--- src/rtl/serial_chunk_adder_pkg.sv ---
// Shared types and default sizing for the serial chunk adder.
package serial_chunk_adder_pkg;

    localparam int unsigned DEF_WIDTH = 16;
    localparam int unsigned DEF_CHUNK = 4;

    typedef enum logic [1:0] {
        ST_IDLE,
        ST_BUSY,
        ST_DONE
    } state_t;

    // Chunk counter width: ceil(log2(n)), but never narrower than one bit.
    function automatic int unsigned cnt_width(input int unsigned n);
        return (n > 1) ? $clog2(n) : 1;
    endfunction

endpackage

--- src/rtl/serial_chunk_adder_chunk_adder.sv ---
// Combinational ripple-carry adder for one chunk, built from full_adder cells.
module full_adder (
    input  logic a,
    input  logic b,
    input  logic ci,
    output logic s,
    output logic co
);

    assign s  = a ^ b ^ ci;
    assign co = (a & b) | (ci & (a ^ b));

endmodule

module chunk_adder
    import serial_chunk_adder_pkg::*;
#(
    parameter int unsigned CHUNK = DEF_CHUNK
) (
    input  logic [CHUNK-1:0] x,
    input  logic [CHUNK-1:0] y,
    input  logic             ci,
    output logic [CHUNK-1:0] s,
    output logic             co,
    output logic             c_msb
);

    // Each cell owns its own carry nets so the chain is not one self-dependent vector.
    for (genvar i = 0; i < CHUNK; i++) begin : g_bit
        logic c_in;
        logic c_out;

        if (i == 0) begin : g_first
            assign c_in = ci;
        end else begin : g_next
            assign c_in = g_bit[i-1].c_out;
        end

        full_adder u_fa (
            .a  (x[i]),
            .b  (y[i]),
            .ci (c_in),
            .s  (s[i]),
            .co (c_out)
        );
    end

    assign co    = g_bit[CHUNK-1].c_out;
    assign c_msb = g_bit[CHUNK-1].c_in;

endmodule

--- src/rtl/serial_chunk_adder.sv ---
// Multi-cycle adder: adds CHUNK bits per clock, LSB chunk first, with a
// one-cycle done pulse and registered sum/cout/ovf.
module serial_chunk_adder
    import serial_chunk_adder_pkg::*;
#(
    parameter int unsigned WIDTH = DEF_WIDTH,
    parameter int unsigned CHUNK = DEF_CHUNK
) (
    input  logic             clk,
    input  logic             rst_n,
    input  logic             start,
    input  logic [WIDTH-1:0] a,
    input  logic [WIDTH-1:0] b,
    input  logic             cin,
    output logic             busy,
    output logic             done,
    output logic [WIDTH-1:0] sum,
    output logic             cout,
    output logic             ovf
);

    localparam int unsigned NCHUNK = (CHUNK == 0) ? 1 : WIDTH / CHUNK;
    localparam int unsigned CW     = cnt_width(NCHUNK);
    localparam logic [CW-1:0] LAST = CW'(NCHUNK - 1);

    if (CHUNK == 0 || (WIDTH % CHUNK) != 0) begin : g_bad_params
        $error("serial_chunk_adder: WIDTH must be a non-zero multiple of CHUNK");
    end

    state_t           state;
    logic [CW-1:0]    cnt;
    logic             carry;
    logic [WIDTH-1:0] a_reg;
    logic [WIDTH-1:0] b_reg;
    logic [CHUNK-1:0] x;
    logic [CHUNK-1:0] y;
    logic [CHUNK-1:0] s;
    logic             co;
    logic             c_msb;
    logic [WIDTH-1:0] res_next;
    logic             accept;

    assign accept = start && (state != ST_BUSY);

    always_comb begin
        x = a_reg[CHUNK*cnt +: CHUNK];
        y = b_reg[CHUNK*cnt +: CHUNK];
    end

    chunk_adder #(
        .CHUNK (CHUNK)
    ) u_chunk (
        .x     (x),
        .y     (y),
        .ci    (carry),
        .s     (s),
        .co    (co),
        .c_msb (c_msb)
    );

    // Partial result holds the chunks already produced; the newest chunk enters
    // at the top so after NCHUNK steps chunk 0 sits at the bottom.
    if (NCHUNK > 1) begin : g_part
        logic [WIDTH-CHUNK-1:0] part;

        always_ff @(posedge clk) begin
            if (!rst_n) begin
                part <= '0;
            end else if (state == ST_BUSY) begin
                part <= res_next[WIDTH-1:CHUNK];
            end else if (accept) begin
                part <= '0;
            end
        end

        assign res_next = {s, part};
    end else begin : g_whole
        assign res_next = s;
    end

    always_ff @(posedge clk) begin
        if (!rst_n) begin
            state <= ST_IDLE;
            cnt   <= '0;
            carry <= 1'b0;
            a_reg <= '0;
            b_reg <= '0;
            busy  <= 1'b0;
            done  <= 1'b0;
            sum   <= '0;
            cout  <= 1'b0;
            ovf   <= 1'b0;
        end else begin
            case (state)
                ST_IDLE: begin
                    if (accept) begin
                        a_reg <= a;
                        b_reg <= b;
                        carry <= cin;
                        cnt   <= '0;
                        busy  <= 1'b1;
                        state <= ST_BUSY;
                    end
                end
                ST_BUSY: begin
                    carry <= co;
                    if (cnt == LAST) begin
                        cnt   <= '0;
                        sum   <= res_next;
                        cout  <= co;
                        ovf   <= co ^ c_msb;
                        busy  <= 1'b0;
                        done  <= 1'b1;
                        state <= ST_DONE;
                    end else begin
                        cnt <= cnt + 1'b1;
                    end
                end
                ST_DONE: begin
                    done <= 1'b0;
                    if (accept) begin
                        a_reg <= a;
                        b_reg <= b;
                        carry <= cin;
                        cnt   <= '0;
                        busy  <= 1'b1;
                        state <= ST_BUSY;
                    end else begin
                        state <= ST_IDLE;
                    end
                end
                default: begin
                    busy  <= 1'b0;
                    done  <= 1'b0;
                    state <= ST_IDLE;
                end
            endcase
        end
    end

endmodule

--- config.mk ---
export PLATFORM = sky130hd
export DESIGN_NAME = serial_chunk_adder
export DESIGN_NICKNAME = d
export VERILOG_FILES = /design/src/rtl/serial_chunk_adder_pkg.sv /design/src/rtl/serial_chunk_adder_chunk_adder.sv /design/src/rtl/serial_chunk_adder.sv
export SDC_FILE = /design/constraint.sdc
export NUM_CORES = 1
export LEC_CHECK = 0
export ABC_AREA = 1
export CORE_ASPECT_RATIO = 0.75
export CORE_MARGIN = 3
export CORE_UTILIZATION = 53
export CTS_BUF_LIST = sky130_fd_sc_hd__clkbuf_4 sky130_fd_sc_hd__clkbuf_8
export DETAILED_ROUTE_END_ITERATION = 7
export PLACE_DENSITY_LB_ADDON = 0.12
export SYNTH_ARGS = -nofsm -noshare
export SYNTH_HDL_FRONTEND = slang
export SYNTH_SLANG_ARGS = --single-unit
--- constraint.sdc ---
create_clock -name clk -period 3.6 [get_ports clk]
set_input_delay 0.72 -clock clk [delete_from_list [all_inputs] [get_ports clk]]
set_output_delay 0.72 -clock clk [all_outputs]
set_load 0.1 [all_outputs]
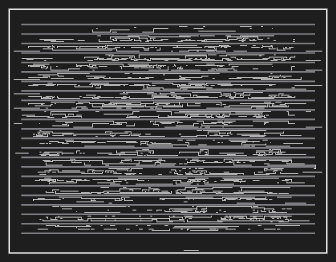
(run_1/m1.png)
Supply wires on this layer in grey.
nets with wire on the layer: 432
longest straight run: 26.2 µm
main direction: horizontal
wire length on this layer: 3370 µm
share of all routed wire: 53%
Vias: 2557
met1 Track Usage GR: 32.73%

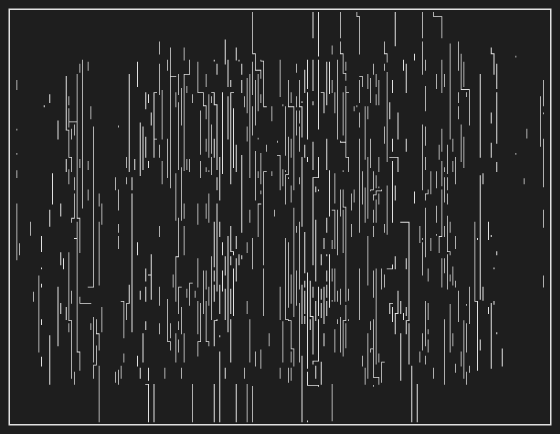
(run_1/m2.png)
longest straight run: 26.9 µm
share of all routed wire: 40%
wire length on this layer: 2510 µm
Routed WL: 6366 µm
met2 Use GR: 27.77%

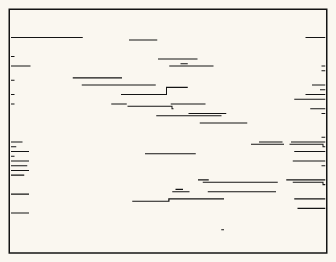
(run_1/m3.png)
share of all routed wire: 6.8%
main direction: horizontal
wire length on this layer: 436 µm
nets with wire on the layer: 51
met3 Track Usage GR: 6.725%

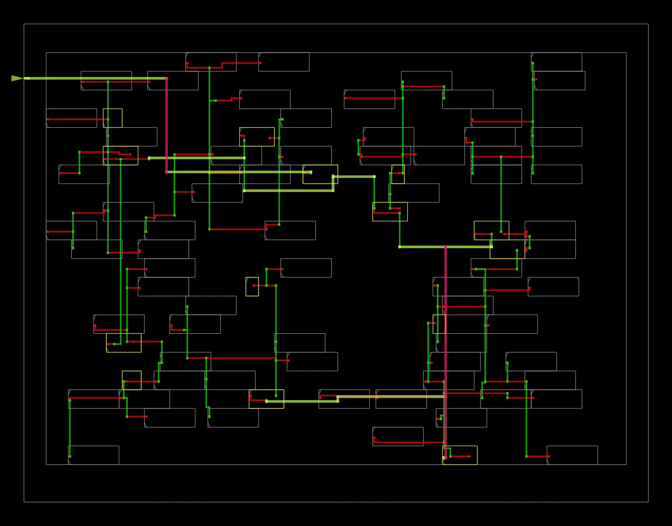
(run_1/clock_nets.png)
CTS buffer count: 9
worst clock skew: 0.009056 ns
clock sinks: 69

==> impl_metrics.csv, run 1 <==
group,metric,value,unit
status,outcome,"complete, no violations",
drt,maxUsedRoutingLayer,"met4",
setup_path,crit_family,"adder cells",
synthesis,synth.distinct_cells,17,
setup_path,ff2ff_setup_slack,0.84,ns
grt,grt_use_total,21.28,%
setup_path,crit_end,"g_part.part[11]",
die,fp_util,56.46,%
drt,drc,0,
synthesis,synth_seq_share,48.57,%
setup_path,crit_required,3.86,ns
final_layout,seq_cell_count,69,
setup_path,arrival,3.02,ns
die,die_height,69.44,µm
die,dieWidth,90.59,µm
synthesis,ys_warn_count,0,
final_timing,rsz0062_at_grt,"false",
setup_path,r2r_end,"g_part.part[11]",
hold_path,hp-start,"g_part.part[4]",
grt,first_global_vias,2285,
power,combPwrFrac,15.0,%
drt,drt-initial-drc-count,222,
final_layout,mostFrequentLayoutCell,"nor2_1",
final_timing,hold_viol_final,0,
synthesis,yosys_cells,390,
grt,grt_pass1_wl,10820,µm
place,place_area,3386,µm²
final_timing,fin_crit_sh,76.60,%
synthesis,flop_cell,"dfxtp_1",
final_layout,seq_share,39.02,%
final_layout,largest_class,"flip-flops and latches",
clocking,insertion_delay,0.34,ns
synthesis,synth.most_common_cell,"nor2_1",
setup_path,startpoint,"cnt[1]",
final_timing,finalSetupViolCount,0,
final_layout,fin_util,70.27,%
final_layout,signal_buffers,57,
final_layout,layout-drive-gt1-share,5.023,%
synthesis,top_area_share,48.57,%
final_timing,whs,0.4570,ns
die,num_rows,22,
setup_path,start_kind,"flop",
final_timing,slew_viol_final,0,
drt,wl_met2,2514,µm
synthesis,ys_sh_mux,0,%
final_layout,logic_area,1270,µm²
synthesis,top_logic_kind,"simple AND/OR/NAND/NOR gates",
power,swShare,27.08,%
die,chip_area,6290,µm²
power,powerSeq,833,µW
final_timing,slew-limit-headroom,33.74,%
clocking,cts_root_buf,"clkbuf_8",
place,gp_congestion,0.8691,
final_layout,final-seq-area,1381,µm²
setup_path,cp_slowest_cell,"fa_1",
synthesis,syn_area,2844,µm²
setup_path,worstSetupEndpointType,"flop",
final_timing,fmax,0.3626,GHz
grt,grt_max_degree,55,
synthesis,ys_sh_xor,0,%
hold_path,min_path_type,"reg2reg",
setup_path,cp.depth,12,
setup_path,crit_fanout,12,
synthesis,largest_area_cell,"dfxtp_1",
power,power,1585,µW
power,ir_drop,0.0002857,V
clocking,cts_tree,"built",
hold_path,hold_path_end,"sum[4]",
final_layout,nClkBuffers,11,
synthesis,common_cells,"94 x nor2_1, 78 x nand2_1, 69 x dfxtp_1",
hold_path,min_path_cells,2,
final_layout,clock_area_share,4.348,%
final_layout,mostFrequentLayoutCells,"94 x nor2_1, 78 x nand2_1, 69 x dfxtp_1",
power,p_int,1156,µW
die,core,5037,µm²
synthesis,ys.flops,69,
synthesis,synth_async_sr_flop_share,0,%
clocking,htree_num_levels,3,
place,dp.cells,496,
final_layout,sh_comb_area,35.88,%
place,dp_slack,0.8680,ns
place,port_buffers,55,
die,ios,56,
power,comb_power,237,µW
power,power_density,447.8,nW/µm²
==> run_1/route_heat.png <==
Scale bar: 20 µm. The die is cut into 18 by 14 equal tiles; dark purple is low, yellow is high, scaled to the fullest tile. Values are wire area over tile area, all layers added.
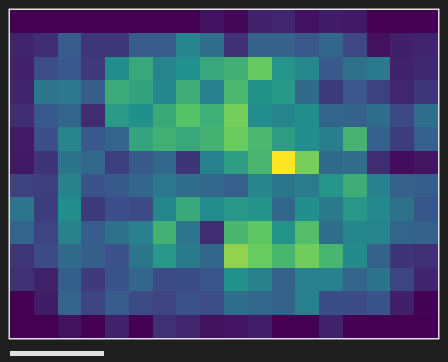

==> inputs of run 2 (changes only) <==
--- a/config.mk
+++ b/config.mk
@@ -8,7 +8,7 @@
 export ABC_AREA = 1
 export CORE_ASPECT_RATIO = 0.75
 export CORE_MARGIN = 3
-export CORE_UTILIZATION = 53
+export CORE_UTILIZATION = 48
 export CTS_BUF_LIST = sky130_fd_sc_hd__clkbuf_4 sky130_fd_sc_hd__clkbuf_8
 export DETAILED_ROUTE_END_ITERATION = 7
 export PLACE_DENSITY_LB_ADDON = 0.12
==> constraint.sdc (replaced) <==
create_clock -name clk -period 2.3 [get_ports clk]
set_input_delay 0.46 -clock clk [delete_from_list [all_inputs] [get_ports clk]]
set_output_delay 0.46 -clock clk [all_outputs]
set_load 0.1 [all_outputs]
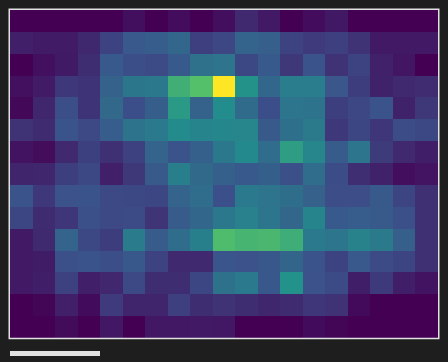
(run_2/route_heat.png)
Scale bar: 20 µm. The die is cut into 19 by 15 equal tiles; dark purple is low, yellow is high, scaled to the fullest tile. Values are wire area over tile area, all layers added.
mean over tiles: 0.17
fullest tile: 0.78
densest ninth of the die: middle
Global Route Usage Sum: 21.64%
Routed WL: 6999 µm

==> run 2 against run 1 <==
  * The run now ends with negative setup slack left
  * Via count grew 2.9%
  * Flip-flop count is the same
  * Die area up 9.6%
  * Synthesized cell count did not move
  * Clock power increased by 66%
  * Utilization shrank 2.5 points
  * Highest routed layer unchanged
==> impl_metrics.csv, run 2 <==
group,metric,value,unit
status,outcome,"complete, but fails checks",
status,violations,"negative setup slack",
synthesis,top_logic_kind,"simple AND/OR/NAND/NOR gates",
synthesis,syn_area,2844,µm²
grt,met3_usage,6.701,%
synthesis,synth_async_sr_flop_share,0,%
synthesis,flop_cell,"dfxtp_1",
final_timing,hold_viol_final,0,
die,ios,56,
synthesis,ys_sh_mux,0,%
drt,maxUsedRoutingLayer,"met4",
power,power_density,704.8,nW/µm²
synthesis,ys.flops,69,
grt,met2_usage,29.69,%
synthesis,common_cells,"94 x nor2_1, 78 x nand2_1, 69 x dfxtp_1",
grt,grt_pass1_wl,11520,µm
final_layout,seq_cell_count,69,
power,powerClk,853,µW
final_timing,slew-limit-headroom,64.27,%
final_layout,layout-drive-gt1-share,19.04,%
die,die_height,72.66,µm
power,combPwrFrac,18.0,%
hold_path,hp-start,"sum[12]",
final_layout,nClkBuffers,12,
setup_path,crit_fanout,6,
setup_path,worstSetupEndpointType,"flop",
final_layout,sh_comb_area,35.74,%
setup_path,crit_family,"adder cells",
power,swShare,27.18,%
final_timing,whs,0.4723,ns
setup_path,cp.depth,13,
final_layout,final-seq-area,1385,µm²
synthesis,ys_sh_xor,0,%
hold_path,min_path_type,"reg2reg",
place,dp.cells,513,
final_layout,mostFrequentLayoutCells,"92 x nor2_1, 70 x nand2_1, 68 x dfxtp_1",
drt,vias,2632,
final_timing,finalSetupViolCount,5,
die,chip_area,6894,µm²
power,power,2638,µW
power,ir_drop,0.0004573,V
synthesis,largest_area_cell,"dfxtp_1",
power,p_int,1921,µW
drt,drc,0,
final_timing,skew,0.008215,ns
drt,routed-wl-met3,594,µm
drt,drtAntennaViolNets,0,
synthesis,top_area_share,48.57,%
hold_path,min_path_cells,2,
place,port_buffers,55,
final_timing,setup_ws,-0.2237,ns
grt,first_global_vias,2414,
drt,wl_met2,2884,µm
final_layout,seq_share,37.01,%
final_timing,slew_viol_final,0,
final_layout,fin_util,67.73,%
hold_path,hold_path_end,"sum[12]",
die,num_rows,23,
place,gp_congestion,0.8624,
die,core,5525,µm²
setup_path,crit_end,"g_part.part[11]",
clocking,cts.sinks,69,
power,comb_power,476,µW
synthesis,synth.distinct_cells,17,
setup_path,arrival,2.79,ns
power,powerSeq,1310,µW
grt,met1_usage,32.73,%
clocking,htree_num_levels,3,
setup_path,ff2ff_setup_slack,-0.22,ns
setup_path,startpoint,"cnt[0]",
final_layout,clock_area_share,4.514,%
synthesis,synth.most_common_cell,"nor2_1",
setup_path,r2r-start,"cnt[0]",
final_timing,fin_crit_sh,109.7,%
synthesis,synth_seq_share,48.57,%
clocking,cts_root_buf,"clkbuf_8",
drt,drt-initial-drc-count,186,
clocking,cts_made_buffers,9,
final_timing,fmax,0.3962,GHz
place,place_area,3453,µm²
place,dp_slack,-0.2170,ns
final_timing,setup_tns,-0.6013,ns
die,dieWidth,94.88,µm
setup_path,crit_required,2.57,ns
setup_path,r2r_end,"g_part.part[11]",
final_layout,logic_area,1338,µm²
die,fp_util,51.47,%
clocking,insertion_delay,0.33,ns
setup_path,cp_slowest_cell,"fa_2",
final_layout,mostFrequentLayoutCell,"nor2_1",
final_layout,area_growth,31.59,%
die,nWellTaps,75,
clocking,cts_tree,"built",
grt,grt_max_degree,36,
synthesis,ys_warn_count,0,
power,pwr-share-clk,32.4,%
synthesis,ys_area,2844,µm²
final_layout,largest_class,"flip-flops and latches",
final_layout,diodes,0,
synthesis,yosys_cells,390,
final_layout,signal_buffers,76,
setup_path,start_kind,"flop",
final_timing,rsz0062_at_grt,"true",
==> run_2/clock_nets.png <==
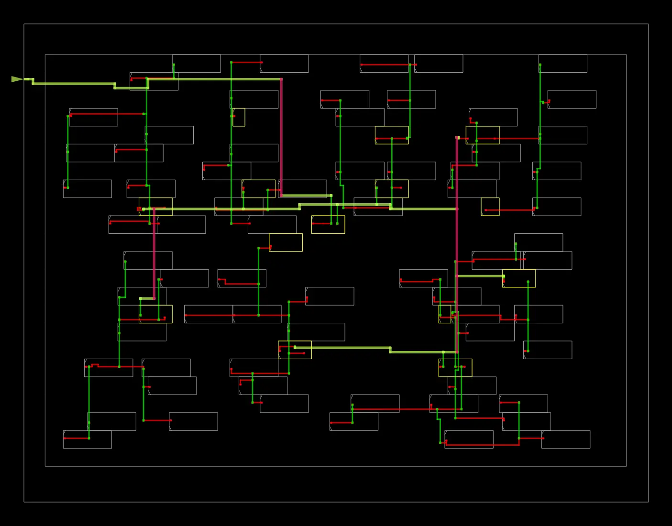

==> inputs of run 3 (changes only) <==
--- a/config.mk
+++ b/config.mk
@@ -15,3 +15,4 @@
 export SYNTH_ARGS = -nofsm -noshare
 export SYNTH_HDL_FRONTEND = slang
 export SYNTH_SLANG_ARGS = --single-unit
+export TNS_END_PERCENT = 10
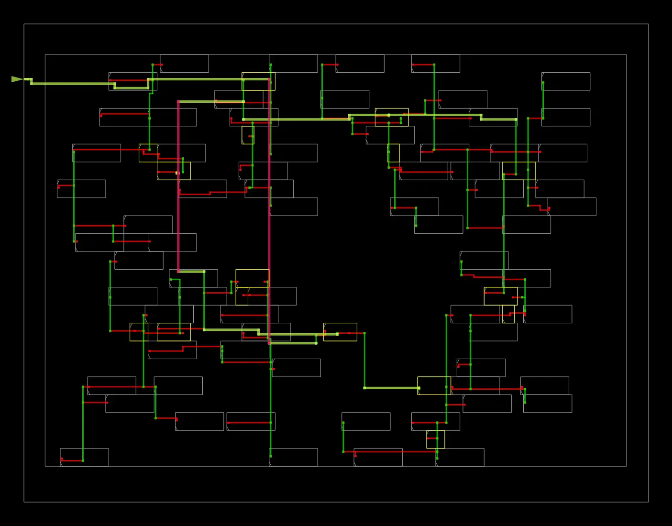
(run_3/clock_nets.png)
Flop Count: 69
Clock group: 845 µW

==> run 3 against run 2 <==
  * The run still ends with negative setup slack left
  * Synthesized area unchanged
  * Global-route usage is essentially flat
  * Clock power decreased by 0.9%
  * Utilization down 0.82 points
  * Clock skew rose by 0.00061 ns
  * Cell count decreased by 0.56%
  * Synthesized cell count unchanged
  * Sequential share of layout area rose by 0.45 points
  * Largest cell class unchanged
==> impl_metrics.csv, run 3 <==
group,metric,value,unit
status,outcome,"complete, but fails checks",
status,violations,"negative setup slack",
final_layout,largest_class,"flip-flops and latches",
final_layout,sh_comb_area,35.80,%
synthesis,synth_seq_share,48.57,%
final_timing,skew,0.008825,ns
power,comb_power,448,µW
hold_path,hold_path_end,"sum[5]",
power,swShare,28.24,%
power,combPwrFrac,17.2,%
synthesis,top_area_share,48.57,%
final_timing,layout_min_cycle_time,2.530,ns
drt,viasPerCell,4.943,
final_timing,fin_crit_sh,110.0,%
clocking,insertion_delay,0.35,ns
final_layout,final-seq-area,1385,µm²
setup_path,start_kind,"flop",
synthesis,syn-num-nets,431,
place,hpwl,4806,µm
setup_path,cp_slowest_cell,"fa_2",
final_layout,mostFrequentLayoutCells,"92 x nor2_1, 72 x nand2_1, 68 x dfxtp_1",
die,dieWidth,94.88,µm
setup_path,arrival,2.82,ns
power,power_density,703.7,nW/µm²
drt,wl_met2,2716,µm
flow_run,warnings,29,
synthesis,area_leaders,"dfxtp_1 49%, nor2_1 12%, nand2_1 10%",
setup_path,critPathKind,"reg2reg",
final_layout,layout-drive-gt1-share,17.84,%
final_timing,finalSetupViolCount,5,
clocking,ctsResizeCount,4,
setup_path,startpoint,"cnt[0]",
grt,met2_usage,27.58,%
synthesis,common_cells,"94 x nor2_1, 78 x nand2_1, 69 x dfxtp_1",
power,pwr-share-clk,32.5,%
setup_path,r2r_end,"g_part.part[11]",
synthesis,ys_sh_aoi,10.91,%
setup_path,ff2ff_setup_slack,-0.23,ns
synthesis,yosys_cells,390,
die,chip_area,6894,µm²
drt,vias,2615,
clocking,hold_buffers,0,
grt,first_global_vias,2310,
final_layout,signal_buffers,71,
final_timing,setup_ws,-0.2305,ns
power,power,2602,µW
final_layout,logic_area,1324,µm²
final_layout,nClkBuffers,11,
setup_path,crit_end,"g_part.part[11]",
final_timing,setup_tns,-0.6195,ns
setup_path,crit_required,2.59,ns
synthesis,avgSynthCellArea,7.292,µm²
grt,met3_usage,6.804,%
final_layout,area_growth,30.00,%
synthesis,edf_count,0,
die,ios,56,
setup_path,r2r-start,"cnt[0]",
synthesis,largest_area_cell,"dfxtp_1",
grt,grt_use_total,21.68,%
final_layout,logic_gates,277,
setup_path,crit_fanout,6,
final_layout,mostFrequentLayoutCell,"nor2_1",
die,core,5525,µm²
final_layout,diodes,0,
drt,drt-initial-drc-count,157,
hold_path,min_path_cells,2,
power,ir_drop,0.0003825,V
place,place_area,3448,µm²
synthesis,synth_async_sr_flop_share,0,%
synthesis,synth.most_common_cell,"nor2_1",
synthesis,top_logic_kind,"simple AND/OR/NAND/NOR gates",
setup_path,path_cells,"buf_6, nand2_1, nand3_2, nand2_2, fa_2, inv_2, fa_2, fa_2, inv_2, fa_2, inv_2, nand2_2, a21oi_2",
final_layout,fin_util,66.92,%
synthesis,ys.flops,69,
final_timing,whs,0.4725,ns
clocking,cts.sinks,69,
clocking,cts_root_buf,"clkbuf_8",
final_timing,slew_viol_final,0,
power,powerSeq,1310,µW
final_layout,seq_share,37.46,%
power,p_int,1867,µW
die,die_height,72.66,µm
place,dp.cells,511,
final_layout,clock_area_share,4.501,%
setup_path,crit_family,"adder cells",
drt,maxUsedRoutingLayer,"met4",
grt,grt_max_degree,37,
synthesis,ys_sh_xor,0,%
drt,drc,0,
setup_path,worstSetupEndpointType,"flop",
final_timing,rsz0062_at_grt,"true",
setup_path,cp.depth,13,
hold_path,hp-start,"sum[5]",
die,fp_util,51.47,%
setup_path,critPathBufInv,4,
final_timing,slew-limit-headroom,65.86,%
hold_path,min_path_type,"reg2reg",
synthesis,ys_area,2844,µm²
synthesis,syn_area,2844,µm²
place,gp_congestion,0.8147,
grt,grt_pass1_wl,11280,µm
drt,met1Wirelength,3607,µm
final_timing,hold_viol_final,0,
clocking,cts_made_buffers,9,
drt,drtAntennaViolNets,0,
grt,met1_usage,33.31,%
synthesis,ys_sh_mux,0,%
die,nWellTaps,75,
synthesis,flop_cell,"dfxtp_1",
place,port_buffers,55,
place,dp_slack,-0.2555,ns
final_timing,fmax,0.3952,GHz
clocking,cts_tree,"built",
synthesis,ys_sh_adder,3.256,%
die,num_rows,23,
synthesis,synth.distinct_cells,17,
clocking,htree_num_levels,3,
drt,wl,6911,µm
drt,routed-wl-met3,506,µm
synthesis,ys_warn_count,0,
Power figures rest on the tool's default switching activity, not on a simulated workload.
